run_1/registers.png
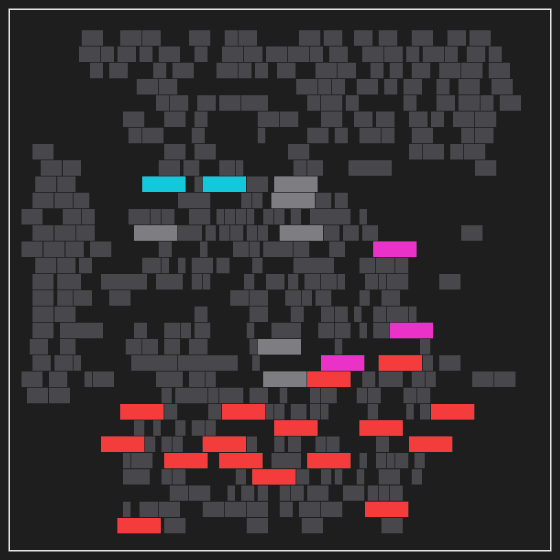
run_1/final_clocks.png
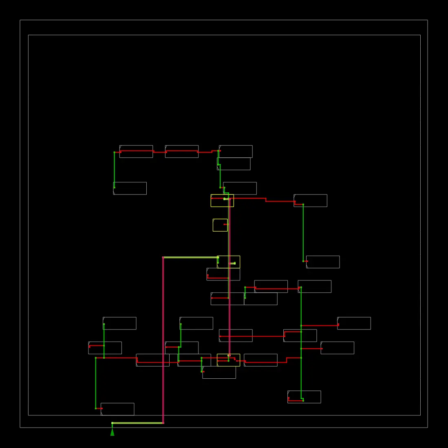
run_1/gate_families.png
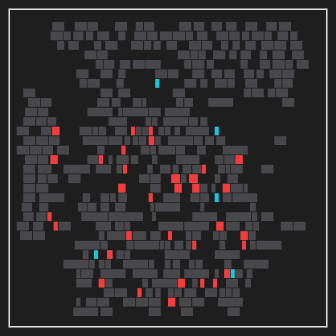
$ cat src/rtl/pipe_ctrl.sv
// pipe_ctrl: in-order pipeline controller.
// Generates the stage enables, pipeline-register flushes and fetch redirect
// from the hazard, redirect, memory-wait and halt inputs, and counts stall
// cycles. A small FSM sequences refill masking, memory waits, the halt drain
// and the halted state.
// Optional feature: define PIPE_CTRL_STEP_EN to let step_req single-step a
// halted pipeline (HALT -> STEP -> DRAIN -> HALT). Without it step_req is
// accepted on the port and ignored.
//
// Handshake note: there is no valid/ready pairing here. Every output is a
// per-cycle level; redirect_valid qualifies redirect_pc for exactly the
// cycle it is high, and the fetch unit must act on it in that cycle.

module pipe_ctrl #(
    parameter int DRAIN_CYCLES  = 3,
    parameter int REFILL_CYCLES = 2
) (
    input  logic        clk,
    input  logic        rst,
    input  logic [4:0]  id_rs1,
    input  logic [4:0]  id_rs2,
    input  logic        id_uses_rs1,
    input  logic        id_uses_rs2,
    input  logic        ex_valid,
    input  logic        ex_is_load,
    input  logic [4:0]  ex_rd,
    input  logic        ex_redirect,
    input  logic [31:0] ex_target,
    input  logic        mem_busy,
    input  logic        halt_req,
    input  logic        step_req,
    output logic        if_en,
    output logic        id_en,
    output logic        ex_en,
    output logic        mem_en,
    output logic        flush_if_id,
    output logic        flush_id_ex,
    output logic        redirect_valid,
    output logic [31:0] redirect_pc,
    output logic        halted,
    output logic [15:0] stall_cnt,
    output logic [2:0]  dbg_state
);

    // FSM encoding
    localparam logic [2:0] ST_RUN      = 3'd0;
    localparam logic [2:0] ST_REFILL   = 3'd1;
    localparam logic [2:0] ST_MEM_WAIT = 3'd2;
    localparam logic [2:0] ST_DRAIN    = 3'd3;
    localparam logic [2:0] ST_HALT     = 3'd4;
`ifdef PIPE_CTRL_STEP_EN
    localparam logic [2:0] ST_STEP     = 3'd5;
`endif

    // One shared down-counter serves both REFILL and DRAIN; size it for
    // the larger of the two reload values.
    localparam int CNT_MAX = (DRAIN_CYCLES > REFILL_CYCLES) ? DRAIN_CYCLES : REFILL_CYCLES;
    localparam int CW      = (CNT_MAX < 2) ? 1 : $clog2(CNT_MAX + 1);

    localparam logic [CW-1:0] DRAIN_LOAD  = CW'(DRAIN_CYCLES - 1);
    localparam logic [CW-1:0] REFILL_LOAD = CW'(REFILL_CYCLES - 1);

    logic [2:0]    state_q, state_d;
    logic [CW-1:0] cnt_q, cnt_d;
    logic [2:0]    sav_state_q, sav_state_d;
    logic [CW-1:0] sav_cnt_q, sav_cnt_d;
    logic [15:0]   stall_q, stall_d;
    logic          halted_q, halted_d;

    logic          load_use;
    logic          take_redirect;
    logic [2:0]    eff_state;
    logic [CW-1:0] eff_cnt;

`ifndef PIPE_CTRL_STEP_EN
    logic unused_step_req;
    assign unused_step_req = step_req;
`endif

    // Load-use: the instruction in ID reads the register a load in EX is
    // about to write. x0 is hardwired, so it never creates a dependency.
    assign load_use = ex_valid & ex_is_load & (ex_rd != 5'd0) &
                      ((id_uses_rs1 & (id_rs1 == ex_rd)) |
                       (id_uses_rs2 & (id_rs2 == ex_rd)));

    assign take_redirect = ex_valid & ex_redirect;

    // Leaving MEM_WAIT resumes the saved state in the same cycle, so the
    // event logic always works on the "effective" state and counter.
    assign eff_state = (state_q == ST_MEM_WAIT) ? sav_state_q : state_q;
    assign eff_cnt   = (state_q == ST_MEM_WAIT) ? sav_cnt_q   : cnt_q;

    // Next-state logic and the combinational enable/flush/redirect outputs.
    always_comb begin
        if_en          = 1'b0;
        id_en          = 1'b0;
        ex_en          = 1'b0;
        mem_en         = 1'b0;
        flush_if_id    = 1'b0;
        flush_id_ex    = 1'b0;
        redirect_valid = 1'b0;
        redirect_pc    = 32'h0;
        state_d        = state_q;
        cnt_d          = cnt_q;
        sav_state_d    = sav_state_q;
        sav_cnt_d      = sav_cnt_q;

        if (rst) begin
            // Freeze everything and squash both pipeline registers.
            flush_if_id = 1'b1;
            flush_id_ex = 1'b1;
            state_d     = ST_RUN;
            cnt_d       = '0;
            sav_state_d = ST_RUN;
            sav_cnt_d   = '0;
        end else if (state_q == ST_HALT) begin
            // Halted: pipeline frozen, memory waits irrelevant.
            state_d = halt_req ? ST_HALT : ST_RUN;
`ifdef PIPE_CTRL_STEP_EN
            if (step_req) begin
                state_d = ST_STEP;
            end
`endif
        end else if (mem_busy) begin
            // Memory wait freezes every stage; any redirect in EX stays
            // there and is presented again once the wait ends.
            state_d     = ST_MEM_WAIT;
            sav_state_d = eff_state;
            sav_cnt_d   = eff_cnt;
        end else begin
            state_d = eff_state;
            cnt_d   = eff_cnt;
            case (eff_state)
                ST_RUN: begin
                    if_en  = 1'b1;
                    id_en  = 1'b1;
                    ex_en  = 1'b1;
                    mem_en = 1'b1;
                    if (take_redirect) begin
                        redirect_valid = 1'b1;
                        redirect_pc    = ex_target;
                        flush_if_id    = 1'b1;
                        flush_id_ex    = 1'b1;
                        state_d        = ST_REFILL;
                        cnt_d          = REFILL_LOAD;
                    end else if (load_use) begin
                        // Hold IF and ID; the ID/EX register takes a bubble
                        // while the load moves on.
                        if_en = 1'b0;
                        id_en = 1'b0;
                    end else if (halt_req) begin
                        state_d = ST_DRAIN;
                        cnt_d   = DRAIN_LOAD;
                    end
                end
                ST_REFILL: begin
                    // Freshly fetched path: hazards cannot involve the
                    // flushed instructions, so detection is masked.
                    if_en  = 1'b1;
                    id_en  = 1'b1;
                    ex_en  = 1'b1;
                    mem_en = 1'b1;
                    if (take_redirect) begin
                        redirect_valid = 1'b1;
                        redirect_pc    = ex_target;
                        flush_if_id    = 1'b1;
                        flush_id_ex    = 1'b1;
                        cnt_d          = REFILL_LOAD;
                    end else if (eff_cnt == '0) begin
                        state_d = ST_RUN;
                    end else begin
                        cnt_d = eff_cnt - 1'b1;
                    end
                end
                ST_DRAIN: begin
                    // Stop fetching; let EX/MEM/WB empty out.
                    ex_en  = 1'b1;
                    mem_en = 1'b1;
                    if (take_redirect) begin
                        redirect_valid = 1'b1;
                        redirect_pc    = ex_target;
                        flush_if_id    = 1'b1;
                        flush_id_ex    = 1'b1;
                    end
                    if (eff_cnt == '0) begin
                        state_d = ST_HALT;
                    end else begin
                        cnt_d = eff_cnt - 1'b1;
                    end
                end
`ifdef PIPE_CTRL_STEP_EN
                ST_STEP: begin
                    // One cycle of full advance, then drain back to HALT.
                    if_en  = 1'b1;
                    id_en  = 1'b1;
                    ex_en  = 1'b1;
                    mem_en = 1'b1;
                    if (take_redirect) begin
                        redirect_valid = 1'b1;
                        redirect_pc    = ex_target;
                        flush_if_id    = 1'b1;
                        flush_id_ex    = 1'b1;
                    end
                    state_d = ST_DRAIN;
                    cnt_d   = DRAIN_LOAD;
                end
`endif
                default: begin
                    state_d = ST_RUN;
                    cnt_d   = '0;
                end
            endcase
        end
    end

    // Stall counter and halted flag next values.
    always_comb begin
        stall_d = stall_q;
        if (!if_en && (state_q != ST_HALT) && (stall_q != 16'hFFFF)) begin
            stall_d = stall_q + 16'd1;
        end
        halted_d = (state_d == ST_HALT);
    end

    // State registers with synchronous active-high reset.
    always_ff @(posedge clk) begin
        if (rst) begin
            state_q     <= ST_RUN;
            cnt_q       <= '0;
            sav_state_q <= ST_RUN;
            sav_cnt_q   <= '0;
            stall_q     <= 16'h0;
            halted_q    <= 1'b0;
        end else begin
            state_q     <= state_d;
            cnt_q       <= cnt_d;
            sav_state_q <= sav_state_d;
            sav_cnt_q   <= sav_cnt_d;
            stall_q     <= stall_d;
            halted_q    <= halted_d;
        end
    end

    assign stall_cnt = stall_q;
    assign halted    = halted_q;
    assign dbg_state = state_q;

endmodule

$ cat config.mk
export PLATFORM = sky130hd
export DESIGN_NAME = pipe_ctrl
export DESIGN_NICKNAME = d
export VERILOG_FILES = /design/src/rtl/pipe_ctrl.sv
export SDC_FILE = /design/constraint.sdc
export NUM_CORES = 1
export LEC_CHECK = 0
export CORE_MARGIN = 1.5
export CORE_UTILIZATION = 26
export CTS_CLUSTER_SIZE = 25
export DETAILED_ROUTE_END_ITERATION = 8
export SLEW_MARGIN = 10
export SYNTH_ARGS = -nofsm -noshare
export SYNTH_HDL_FRONTEND = slang
export SYNTH_SLANG_ARGS = --single-unit
$ cat constraint.sdc
create_clock -name clk -period 2.7 [get_ports clk]
set_input_delay 0.27 -clock clk [delete_from_list [all_inputs] [get_ports clk]]
set_output_delay 0.27 -clock clk [all_outputs]
set_load 0.02 [all_outputs]
==> job_summary.md, run 1 <==
### Flow metrics

| Metric | Value |
|---|---|
| # IOs | `116` |
| Switch share | `between 20% and 30%` |
| Hold Path Class | `reg -> reg` |
| CP max stage delay | `about 0.61 ns` |
| Max-cap viol count | `0` |
| H-Tree Depth | `1` |
| Cell Int Power | `a little under 700 uW` |
| Antenna cells | `0` |
| WP data arrival | `roughly 2.3 ns` |
| Vias | `between 2000 and 2500` |
| Design Power | `roughly 970 uW` |
| R2R setup slack | `0.51 ns` |
| Mapped Avg Cell Area | `a little over 8 um2` |
| Total congestion overflow | `0` |
| VDD IR-drop max | `roughly 0.23 mV` |
| Top-area cell share | `a little over a quarter` |
| Synth Flop Type | `dfxtp_1` |
| Vias per inst | `approximately 4.7` |
| CTS tree | `yes` |
| F_max | `around 0.39 GHz` |
| Sequential share of the synthesized area | `27.24%` |
| Post-detail-place hpwl | `4872 um` |
| Filler instances | `742` |
| Overall routing resource usage | `between 10% and 20%` |
| Worst Tran Pin Value | `about 0.5 ns` |
| Init Core Util | `27.07%` |
| Power Dens Cells | `291.7 nW/um2` |
| Yosys warning total | `0` |
| Crit start category | `flip-flop` |
| Clock Root Buffer | `clkbuf_8` |
| Final Core Density | `a little under half` |
| Antenna violations before repair | `0` |
| Setup-failing EPs final | `0` |
| Largest net degree at the start of global routing | `34` |
| Net count after synthesis | `approximately 300` |
| Num Clock Sinks | `27` |
| Netlist cell types | `57` |
| Setup CP Type | `reg -> out` |
| EDFF count, synth | `0` |
| Combinational power share | `30.6%` |
| IO buf count | `~110` |
| Fin. Hold Viols | `0` |
| Top area cell types | `dfxtp_1 (27%), and2_1 (10%), a21oi_1 (6.6%), xnor2_1 (4.4%), or3_1 (3.8%)` |
| Clock skew | `slightly above 0.009 ns` |
| Share of cells above drive strength 1 | `12.02%` |
| Final min period | `2.581 ns` |
| WL/cell | `roughly 13 um` |
| Core area | `7331 um2` |
| Cell taking the most area after synthesis | `dfxtp_1` |
| Synth flops | `27` |
| CP Data Required Time | `around 2.4 ns` |
| Flop pwr share | `about 44%` |
| Drt drc | `0` |
| Worst path slowest cell | `clkdlybuf4s50_1` |
| Clock-pin slew on the worst setup and hold paths | `approximately 0.11 ns` |
| Status | `finished clean` |
| Die width | `roughly 90 um` |
| Die Height | `approximately 90 um` |
| Slew Limit Fails | `0` |
| Hold slack | `between 0.5 and 0.6 ns` |
| Max clock buf depth | `2` |
| Total tool warning count | `27` |
| DR pass1 iterations | `4` |
| Critical path, cell by cell | `inv_1 -> a21oi_1 -> o21bai_1 -> or4_1 -> buf_4 -> inv_1 -> clkdlybuf4s50_1` |
| Net switching power figure | `between 200 and 300 uW` |
| YS chip area | `1984 um2` |
| Fraction of registers with async set/reset | `0%` |
| Pre-CTS setup slack | `-0.03716 ns` |
| Vias in the first global route | `approximately 2100` |
| Period Utilization, post-route | `95.59%` |
| Starting DRT DRC Count | `approximately 84` |
| Worst relative slew slack | `66.90%` |
| Chip area | `about 8200 um2` |
| Worst-path fanout max | `3` |
| Leak | `approximately 1.3 nW` |
| CP Capture Type | `output port` |
| Post-Synthesis Cells | `approximately 240` |
| Global-route wire length before repair | `roughly 10000 um` |
| RePlAce Congestion | `approximately 0.78` |
| Clock network power share | `25.9%` |
| Final Routed Wirelength | `between 6000 and 7000 um` |
| Yosys cell count | `244` |
| Synth-to-layout area growth | `67.78%` |
| Worst Setup Slack, final | `0.1190 ns` |
| Row count | `31` |
| Crit-path most repeated cell | `inv_1` |
| Post-route ant nets | `0` |
| Worst skew pair latency | `~0.29 ns` |
| Most common logic cell in the routed design | `clkdlybuf4s50_1` |
| Mapped Area | `1984 um2` |
| Nets | `425` |
| RSZ-0062 raised after global routing | `no` |
| Most frequent cells in the layout | `clkdlybuf4s50_1 (78), and2_1 (33), dfxtp_1 (27), dlygate4sd2_1 (27), a21oi_1 (26)` |
-- registers.png (at the start) --
| colour | name in the netlist | sequential cells |
|---|---|---|
| red | `stall_cnt` | 16 |
| magenta | `sav_state_q` | 3 |
| cyan | `sav_cnt_q` | 2 |
not coloured: 6

-- final_clocks.png (at the start) --
CTS Buf Count: 3
clk_buf instances: 3
Clk power: 251 uW
registers: 27

-- gate_families.png (at the start) --
| colour | family | cells | most used |
|---|---|---|---|
| red | NAND gates | 33 | nand2_1 |
| cyan | inverters | 5 | inv_1 |

-- run 1: cells in the mapped netlist, types with 3 or more instances --
cell type and count:
nand4_1 6, nand3_1 5, or3_1 12, o21ai_1 8, clkbuf_1 5, nand2b_1 5
a21oi_1 26, inv_1 4, o31a_1 3, dfxtp_1 27, o21ai_0 9, nor3_1 3
nand2_1 15, buf_6 3, xnor2_1 10, mux2i_1 3, nor2_1 13, nor2_2 3
buf_4 4, and2_1 33
-- run 1: layer usage --
| layer | part of all wire [%] | GRT usage (%) | vias to the layer above | wire [um] |
|---|---|---|---|---|
| li1 | - | - | 1118 | - |
| met1 | 46 | 19.32 | 1003 | 2757 |
| met2 | 49 | 24.56 | 44 | 2942 |
| met3 | 3.5 | 1.852 | 9 | 213 |
| met4 | 1.9 | 5.026 | 0 | 114 |
| met5 | 0 | 0 | - | 0 |
-- run 1: power by group through the flow --
| stage | Combinational, mW | Sequential, mW | Clock [mW] |
|---|---|---|---|
| 3_3_place_gp | 0.304 | 0.432 | 0 |
| 4_1_cts | 0.299 | 0.423 | 0.257 |
| 6_report | 0.297 | 0.423 | 0.251 |
| 2_1_floorplan | 0.137 | 0.441 | 0 |
| 5_1_grt | 0.325 | 0.425 | 0.268 |
| 3_5_place_dp | 0.305 | 0.432 | 0 |
-- run 1: logic make-up after synthesis --
logic type / count (synthesis) / share of synthesized area [%]
AOI/OAI and AO/OA: 68 / 24.78
xor gates and xnor gates: 12 / 5.296
adders and majority gates: 1 / 0.6304
buffers and inverters: 21 / 6.052
DFF: 27 / 27.24
muxes: 4 / 2.270
and+or+nand+nor: 111 / 33.73
-- run 1: sequential cells by signal, indices dropped and copies added, names as in the netlist --
name / cells
stall_cnt: 16
dbg_state: 3
halted: 1
cnt_q: 2
sav_cnt_q: 2
sav_state_q: 3
-- run 1: worst paths after layout --
check / start / cells past startpoint / to
worst max-delay path: sav_state_q[0]$_SDFFE_PP0P_ / 7 / ex_en
worst min-delay path: sav_cnt_q[1]$_SDFFE_PP0P_ / 2 / sav_cnt_q[1]$_SDFFE_PP0P_
worst max register to register: stall_cnt[0]$_SDFFE_PP0P_ / 7 / stall_cnt[12]$_SDFFE_PP0P_
worst min register to register: sav_cnt_q[1]$_SDFFE_PP0P_ / 2 / sav_cnt_q[1]$_SDFFE_PP0P_
-- run 1: final cells by class --
cell class	instances	area, um2	area share, %
clock inverters	1	8.758	0.2631
well taps	99	123.9	3.720
flip-flops and latches	27	540.5	16.23
inverters	5	18.77	0.5637
multi-input cells	196	1324	39.76
repair buffers	134	1272	38.22
clock buffers	3	41.29	1.240
-- run 1: critical path: cells and delay by family, from the launching register on --
kind / cells / cell delay [ns]
flops: 1 / 0.34
simple gates: 1 / 0.53
compound gates: 2 / 0.26
buf+inv: 4 / 0.89
-- run 1: per-stage QoR --
stage	cells	TNS [ns]	instance area, um2
6_report	465	0	3329
5_1_grt	465	0	3329
2_1_floorplan	244	0	1984
3_3_place_gp	461	-0.06959	3311
3_5_place_dp	461	-0.07408	3311
4_1_cts	465	0	3317
-- run 1: repair_timing --
action	CTS	global route
endpoints found under the hold margin	0	0
resized	35	9
setup endpoints to repair	35	9
pin swaps	0	0
setup buffers	0	0
hold buffers	0	0
==> run 2: changes to the inputs <==
--- a/config.mk
+++ b/config.mk
@@ -5,10 +5,13 @@
 export SDC_FILE = /design/constraint.sdc
 export NUM_CORES = 1
 export LEC_CHECK = 0
-export CORE_MARGIN = 1.5
+export CELL_PAD_IN_SITES_DETAIL_PLACEMENT = 1
+export CELL_PAD_IN_SITES_GLOBAL_PLACEMENT = 1
+export CORE_MARGIN = 2
 export CORE_UTILIZATION = 26
 export CTS_CLUSTER_SIZE = 25
 export DETAILED_ROUTE_END_ITERATION = 8
+export PLACE_DENSITY_LB_ADDON = 0.1
 export SLEW_MARGIN = 10
 export SYNTH_ARGS = -nofsm -noshare
 export SYNTH_HDL_FRONTEND = slang
run_2/gate_families.png
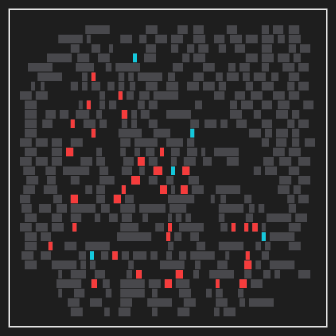
| colour | family | cells | most used |
|---|---|---|---|
| cyan | inverters | 5 | inv_1 |
| red | NAND gates | 33 | nand2_1 |

==> job_summary.md, run 2 <==
### Flow metrics

| Metric | Value |
|---|---|
| Status | `finished clean` |
| Post-Synthesis Cells | `approximately 240` |
| Largest register FFs | `16` |
| Synth Flop Type | `dfxtp_1` |
| Worst Tran Pin Value | `between 0.5 and 0.6 ns` |
| F_max | `approximately 0.39 GHz` |
| Setup-failing EPs final | `0` |
| Die Height | `91.37 um` |
| Vias | `around 2200` |
| Synth flops | `27` |
| Core area | `about 7300 um2` |
| Worst path slowest cell | `clkdlybuf4s50_1` |
| Worst relative slew slack | `64.56%` |
| IO buf count | `114` |
| Mapped Area | `slightly below 2000 um2` |
| Design Power | `979.5 uW` |
| Yosys warning total | `0` |
| Sequential share of the synthesized area | `between 20 and 30%` |
| CP Capture Type | `output port` |
| Crit start category | `flip-flop` |
| Setup TNS | `0 ns` |
| Drt drc | `0` |
| Antenna cells | `0` |
| Net count after synthesis | `roughly 300` |
| Worst path buffer plus inverter count | `4` |
| Die width | `91.37 um` |
| Fin. Hold Viols | `0` |
| EDFF count, synth | `0` |
| Slew Limit Fails | `0` |
| Power Dens Cells | `just under 300 nW/um2` |
| Global-route wire length before repair | `between 10000 and 15000 um` |
| Starting DRT DRC Count | `62` |
| RePlAce Congestion | `0.7874` |
| Max clock buf depth | `2` |
| Clock-pin slew on the worst setup and hold paths | `approximately 0.11 ns` |
| Top cells by count, synth | `and2_1 (33), dfxtp_1 (27), a21oi_1 (26)` |
| Vias in the first global route | `between 2000 and 2500` |
| Share of cells above drive strength 1 | `roughly an eighth` |
| Final Routed Wirelength | `roughly 6800 um` |
| Cell Area, Placed | `roughly 3300 um2` |
| Critical path, cell by cell | `inv_1 -> a21oi_1 -> o21bai_1 -> or4_1 -> buf_4 -> inv_1 -> clkdlybuf4s50_1` |
| H-Tree Depth | `1` |
| Top area cell types | `dfxtp_1 (27%), and2_1 (10%), a21oi_1 (6.6%), xnor2_1 (4.4%), or3_1 (3.8%)` |
| Most common logic cell in the routed design | `clkdlybuf4s50_1` |
| Most common cell in the netlist | `and2_1` |
| Clock Root Buffer | `clkbuf_8` |
| Max-cap viol count | `0` |
| Post-route ant nets | `0` |
| Filler instances | `between 800 and 900` |
| Pre-CTS setup slack | `-0.09369 ns` |
| Post-CTS Hold Buffers | `0` |
| Top delay family on crit path | `buffers and inverters` |
| Overall routing resource usage | `~16%` |
| # IOs | `between 100 and 150` |
| Mapped Avg Cell Area | `~8.1 um2` |
| Antenna violations before repair | `0` |
| Worst-path fanout max | `5` |
| CTS Buf Count | `3` |
| Most frequent cells in the layout | `clkdlybuf4s50_1 (79), and2_1 (33), dlygate4sd2_1 (32), a21oi_1 (26), dfxtp_1 (26)` |
| Post-detail-place hpwl | `5615 um` |
| Yosys cell count | `approximately 240` |
| RSZ-0062 raised after global routing | `no` |
| WP data arrival | `about 2.3 ns` |
| Non-filler cells, final | `464` |
| DR pass1 iterations | `4` |
| Row count | `31` |
| Leak | `~1.3 nW` |
| Total tool warning count | `27` |
| Total congestion overflow | `0` |
| VDD IR-drop max | `between 0.15 and 0.2 mV` |
| Vias per inst | `4.797` |
| Final Core Density | `around 45%` |
| Clock skew | `0.01670 ns` |
| Final instance area | `~3300 um2` |
| Worst skew pair latency | `about 0.29 ns` |
| Final min period | `2.567 ns` |
| Period Utilization, post-route | `a little over nine tenths` |
| Hold slack | `approximately 0.51 ns` |
| Fraction of registers with async set/reset | `0%` |
| CP max stage delay | `about 0.61 ns` |
| Num Clock Sinks | `27` |
| Hold Path Class | `reg -> reg` |
| YS chip area | `around 2000 um2` |
| Chip area | `around 8300 um2` |
| Top-area cell share | `between 20% and 30%` |
| Setup CP Type | `reg -> out` |
| CP Data Required Time | `between 2 and 2.5 ns` |
| WL/cell | `14.72 um` |
| Netlist cell types | `~57` |
| Worst Setup Slack, final | `0.1328 ns` |
| Init Core Util | `between 20% and 30%` |
| Placed cell count | `between 400 and 500` |
| Cell taking the most area after synthesis | `dfxtp_1` |
| Synth-to-layout area growth | `67.02%` |
| Largest net degree at the start of global routing | `34` |
| CTS tree | `yes` |
| Crit-path most repeated cell | `inv_1` |
| Nets | `424` |
==> run 2: kinds of logic (layout without fill, tap and decap cells) <==
family | count (synthesis) | in the layout | share of synthesized area (%)
compound gates | 68 | 68 | 24.78
xor+xnor | 12 | 12 | 5.296
fa+ha+maj | 1 | 1 | 0.6304
buf+inv | 21 | 142 | 6.052
flops | 27 | 27 | 27.24
mux | 4 | 4 | 2.270
simple gates | 111 | 111 | 33.73
==> run 2: power by group <==
| group | total (mW) | internal, mW | leakage, nW | switching (mW) |
|---|---|---|---|---|
| Combinational | 0.299 | 0.166 | 1.05 | 0.133 |
| Clock | 0.255 | 0.109 | 0.0261 | 0.146 |
| Sequential | 0.426 | 0.411 | 0.220 | 0.0143 |
| Total | 0.980 | 0.686 | 1.30 | 0.293 |
==> run 2: layout make-up <==
class                   instances  area [um2]  area share [%]
multi-input cells             196        1324           39.94
repair buffers                133        1256           37.90
flip-flops and latches         27       541.8           16.35
well taps                      99       123.9           3.737
clock buffers                   3       41.29           1.246
inverters                       5       18.77          0.5663
clock inverters                 1       8.758          0.2643
==> run 2: what timing repair did <==
item / 4_1_cts / 5_1_grt
endpoints found under the hold margin: 0 / 0
endpoints found under the setup margin: 35 / 34
buffers inserted: 0 / 0
gates resized: 35 / 4
==> run 2: tightest hold or removal path, delay by kind of cell, from the launching register on <==
family / cells / cell delay, ns
flip-flops: 1 / 0.35
AND-OR/OR-AND: 2 / 0.13
==> run 2: final timing paths <==
kind	startpoint	end	depth (start not counted)	slack, ns
max	sav_state_q[0]$_SDFFE_PP0P_	mem_en	7	0.13
min	stall_cnt[7]$_SDFFE_PP0P_	stall_cnt[7]$_SDFFE_PP0P_	2	0.51
max reg2reg	dbg_state[1]$_SDFF_PP0_	stall_cnt[7]$_SDFFE_PP0P_	9	0.51
min reg2reg	stall_cnt[7]$_SDFFE_PP0P_	stall_cnt[7]$_SDFFE_PP0P_	2	0.51
==> run 2: layer usage <==
metal / up-vias / GRT usage, % / routed length (um)
li1: 1111 / - / -
met1: 1031 / 19.52 / 2931
met2: 80 / 29.14 / 3460
met3: 4 / 2.656 / 366
met4: 0 / 4.167 / 70
met5: - / 0 / 0
==> run 3: changes to the inputs <==
--- a/config.mk
+++ b/config.mk
@@ -5,10 +5,11 @@
 export SDC_FILE = /design/constraint.sdc
 export NUM_CORES = 1
 export LEC_CHECK = 0
-export CELL_PAD_IN_SITES_DETAIL_PLACEMENT = 1
-export CELL_PAD_IN_SITES_GLOBAL_PLACEMENT = 1
+export CAP_MARGIN = 20
+export CELL_PAD_IN_SITES_DETAIL_PLACEMENT = 2
+export CELL_PAD_IN_SITES_GLOBAL_PLACEMENT = 2
 export CORE_MARGIN = 2
-export CORE_UTILIZATION = 26
+export CORE_UTILIZATION = 20
 export CTS_CLUSTER_SIZE = 25
 export DETAILED_ROUTE_END_ITERATION = 8
 export PLACE_DENSITY_LB_ADDON = 0.1
run_3/gate_families.png
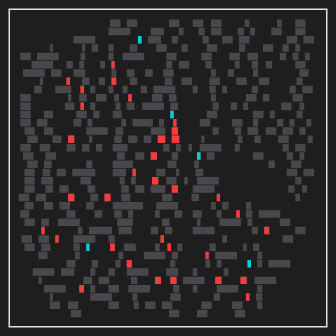
most common logic cell in the routed design: clkdlybuf4s50_1
combinational share of cell area: 39.67%
non-filler cells, final: 506

==> job_summary.md, run 3 <==
### Flow metrics

| Metric | Value |
|---|---|
| Crit path to | `redirect_pc[5]` |
| Crit start category | `flip-flop` |
| Mapped Area | `just under 2000 um2` |
| Power Dens Cells | `~300 nW/um2` |
| Clock Root Buffer | `clkbuf_8` |
| Final Routed Wirelength | `roughly 8000 um` |
| Global-route wire length before repair | `roughly 13000 um` |
| Reg-to-Reg Start | `stall_cnt[0]$_SDFFE_PP0P_` |
| Netlist cell types | `around 57` |
| Num Clock Sinks | `27` |
| Setup TNS | `0 ns` |
| Init Core Util | `between 20% and 30%` |
| Top cells by count, synth | `and2_1 (33), dfxtp_1 (27), a21oi_1 (26)` |
| Final instance area | `3337 um2` |
| Total tool warning count | `27` |
| Total congestion overflow | `0` |
| CTS Buf Count | `3` |
| Die Height | `103.6 um` |
| Antenna violations before repair | `0` |
| Period Utilization, post-route | `~94%` |
| Worst Tran Pin Value | `between 0.4 and 0.5 ns` |
| Leak | `between 1 and 1.5 nW` |
| Mapped Avg Cell Area | `8.133 um2` |
| Worst relative slew slack | `between 60% and 70%` |
| Max-cap viol count | `0` |
| Core area | `9684 um2` |
| IO buf count | `114` |
| Vias per inst | `between 4 and 5` |
| Most frequent cells in the layout | `clkdlybuf4s50_1 (77), and2_1 (33), dfxtp_1 (27), a21oi_1 (26), buf_4 (26)` |
| Cell taking the most area after synthesis | `dfxtp_1` |
| Starting DRT DRC Count | `70` |
| Max clock buf depth | `2` |
| Pre-CTS setup slack | `-0.03768 ns` |
| CP Data Required Time | `around 2.4 ns` |
| VDD IR-drop max | `roughly 0.16 mV` |
| Net count after synthesis | `a little over 300` |
| Clock skew | `0.01246 ns` |
| Final Core Density | `34.46%` |
| H-Tree Depth | `1` |
| Post-CTS Hold Buffers | `0` |
| Status | `finished clean` |
| YS chip area | `1984 um2` |
| CTS tree | `yes` |
| Synth flops | `27` |
| Cells on worst reg2reg path | `8` |
| Cell Area, Placed | `between 3000 and 4000 um2` |
| Largest net degree at the start of global routing | `34` |
| Post-route ant nets | `0` |
| Synth-to-layout area growth | `68.16%` |
| Setup-failing EPs final | `0` |
| DR pass1 iterations | `4` |
| Post-detail-place hpwl | `~6500 um` |
| R2R setup slack | `roughly 0.5 ns` |
| Antenna cells | `0` |
| Row count | `36` |
| RePlAce Congestion | `about 0.76` |
| Die width | `103.6 um` |
| Vias in the first global route | `between 2000 and 2500` |
| # IOs | `about 120` |
| Largest register FFs | `16` |
| Setup CP Type | `reg -> out` |
| Sequential share of the synthesized area | `27.24%` |
| Clock-pin slew on the worst setup and hold paths | `0.12 ns` |
| Slew Limit Fails | `0` |
| Top-area cell share | `roughly 27%` |
| Placed cell count | `around 500` |
| Post-Synthesis Cells | `244` |
| Worst skew pair latency | `around 0.29 ns` |
| Chip area | `10740 um2` |
| RSZ-0062 raised after global routing | `no` |
| Vias | `around 2300` |
| Nets | `approximately 430` |
| Fraction of registers with async set/reset | `0%` |
| Top area cell types | `dfxtp_1 (27%), and2_1 (10%), a21oi_1 (6.6%), xnor2_1 (4.4%), or3_1 (3.8%)` |
| WL/cell | `around 16 um` |
| Hold slack | `between 0.5 and 0.6 ns` |
| Overall routing resource usage | `approximately 15%` |
| Worst-path fanout max | `33` |
| Drt drc | `0` |
| Yosys warning total | `0` |
| Share of cells above drive strength 1 | `~20%` |
| F_max | `0.3938 GHz` |
| Worst setup startpoint | `sav_state_q[0]$_SDFFE_PP0P_` |
| Fin. Hold Viols | `0` |
| Hold Path Class | `reg -> reg` |
| Yosys cell count | `about 240` |
| Most common cell in the netlist | `and2_1` |
| CP Capture Type | `output port` |
| RR Endpoint | `stall_cnt[3]$_SDFFE_PP0P_` |
| WP data arrival | `approximately 2.3 ns` |
| Design Power | `~1 mW` |
| Final min period | `2.540 ns` |
| Worst Setup Slack, final | `roughly 0.16 ns` |
| Synth Flop Type | `dfxtp_1` |
| EDFF count, synth | `0` |
==> run 3: cell types whose count changed in the layout (fill, tap and decap cells not counted), moves of 2 or more <==
| cell | delta |
|---|---|
| clkdlybuf4s15_1 | +5 |
| clkdlybuf4s50_1 | -2 |
| dlymetal6s2s_1 | +2 |
| buf_4 | +8 |
| clkbuf_2 | +24 |
| dlygate4sd2_1 | -29 |
==> run 3: cells by family after synthesis <==
kind of cell / count (synthesis) / share of synthesized area, %
xor+xnor: 12 / 5.296
mux: 4 / 2.270
fa+ha+maj: 1 / 0.6304
simple gates: 111 / 33.73
buf+inv: 21 / 6.052
compound gates: 68 / 24.78
flops: 27 / 27.24
==> run 3: worst min-delay path by stage <==
stage / start / to / slack (ns) / cells after the start
floorplan: halt_req / dbg_state[0]$_SDFF_PP0_ / 0.42 / 2
global placement: sav_cnt_q[1]$_SDFFE_PP0P_ / sav_cnt_q[1]$_SDFFE_PP0P_ / 0.49 / 2
detailed placement: stall_cnt[14]$_SDFFE_PP0P_ / stall_cnt[14]$_SDFFE_PP0P_ / 0.51 / 2
CTS: sav_cnt_q[1]$_SDFFE_PP0P_ / sav_cnt_q[1]$_SDFFE_PP0P_ / 0.53 / 2
global route: sav_cnt_q[1]$_SDFFE_PP0P_ / sav_cnt_q[1]$_SDFFE_PP0P_ / 0.55 / 2
finish: stall_cnt[14]$_SDFFE_PP0P_ / stall_cnt[14]$_SDFFE_PP0P_ / 0.52 / 2
==> run 3: per-layer routing <==
layer | part of all wire (%) | GRT usage, % | vias up
li1 | - | - | 1131
met1 | 42 | 17.12 | 1120
met2 | 53 | 27.86 | 65
met3 | 3.9 | 2.832 | 5
met4 | 0.99 | 3.668 | 0
met5 | 0 | 0 | -
==> run 3: where the power goes <==
part,total [mW],internal (mW),switching (mW)
Combinational,0.313,0.172,0.141
Clock,0.266,0.109,0.157
Sequential,0.425,0.411,0.0139
==> run 3: layout make-up <==
| cell class | instances | area, um2 |
|---|---|---|
| Fill cell | 1147 | 6347 |
| Timing Repair Buffer | 141 | 1237 |
| Clock inverter | 1 | 8.758 |
| Multi-Input combinational cell | 196 | 1324 |
| Clock buffer | 3 | 41.29 |
| Inverter | 5 | 18.77 |
| Sequential cell | 27 | 540.5 |
| Tap cell | 133 | 166.4 |
==> run 3: critical path: stages, from the launching register on <==
cell             delay (ns)
dfxtp_1                0.34
inv_1                  0.06
a21oi_1                0.16
o21bai_1               0.13
or4_1                  0.53
nor2_2                 0.15
buf_12                 0.17
and2_1                 0.13
clkdlybuf4s15_1        0.31
==> run 3: what timing repair did <==
item / 4_1_cts / 5_1_grt
endpoints found under the setup margin: 35 / 34
resized: 35 / 58
gates cloned: 0 / 0
buffers inserted: 0 / 0
pin swaps: 0 / 0
No activity file was given, so power comes from the tool's default toggle rates.
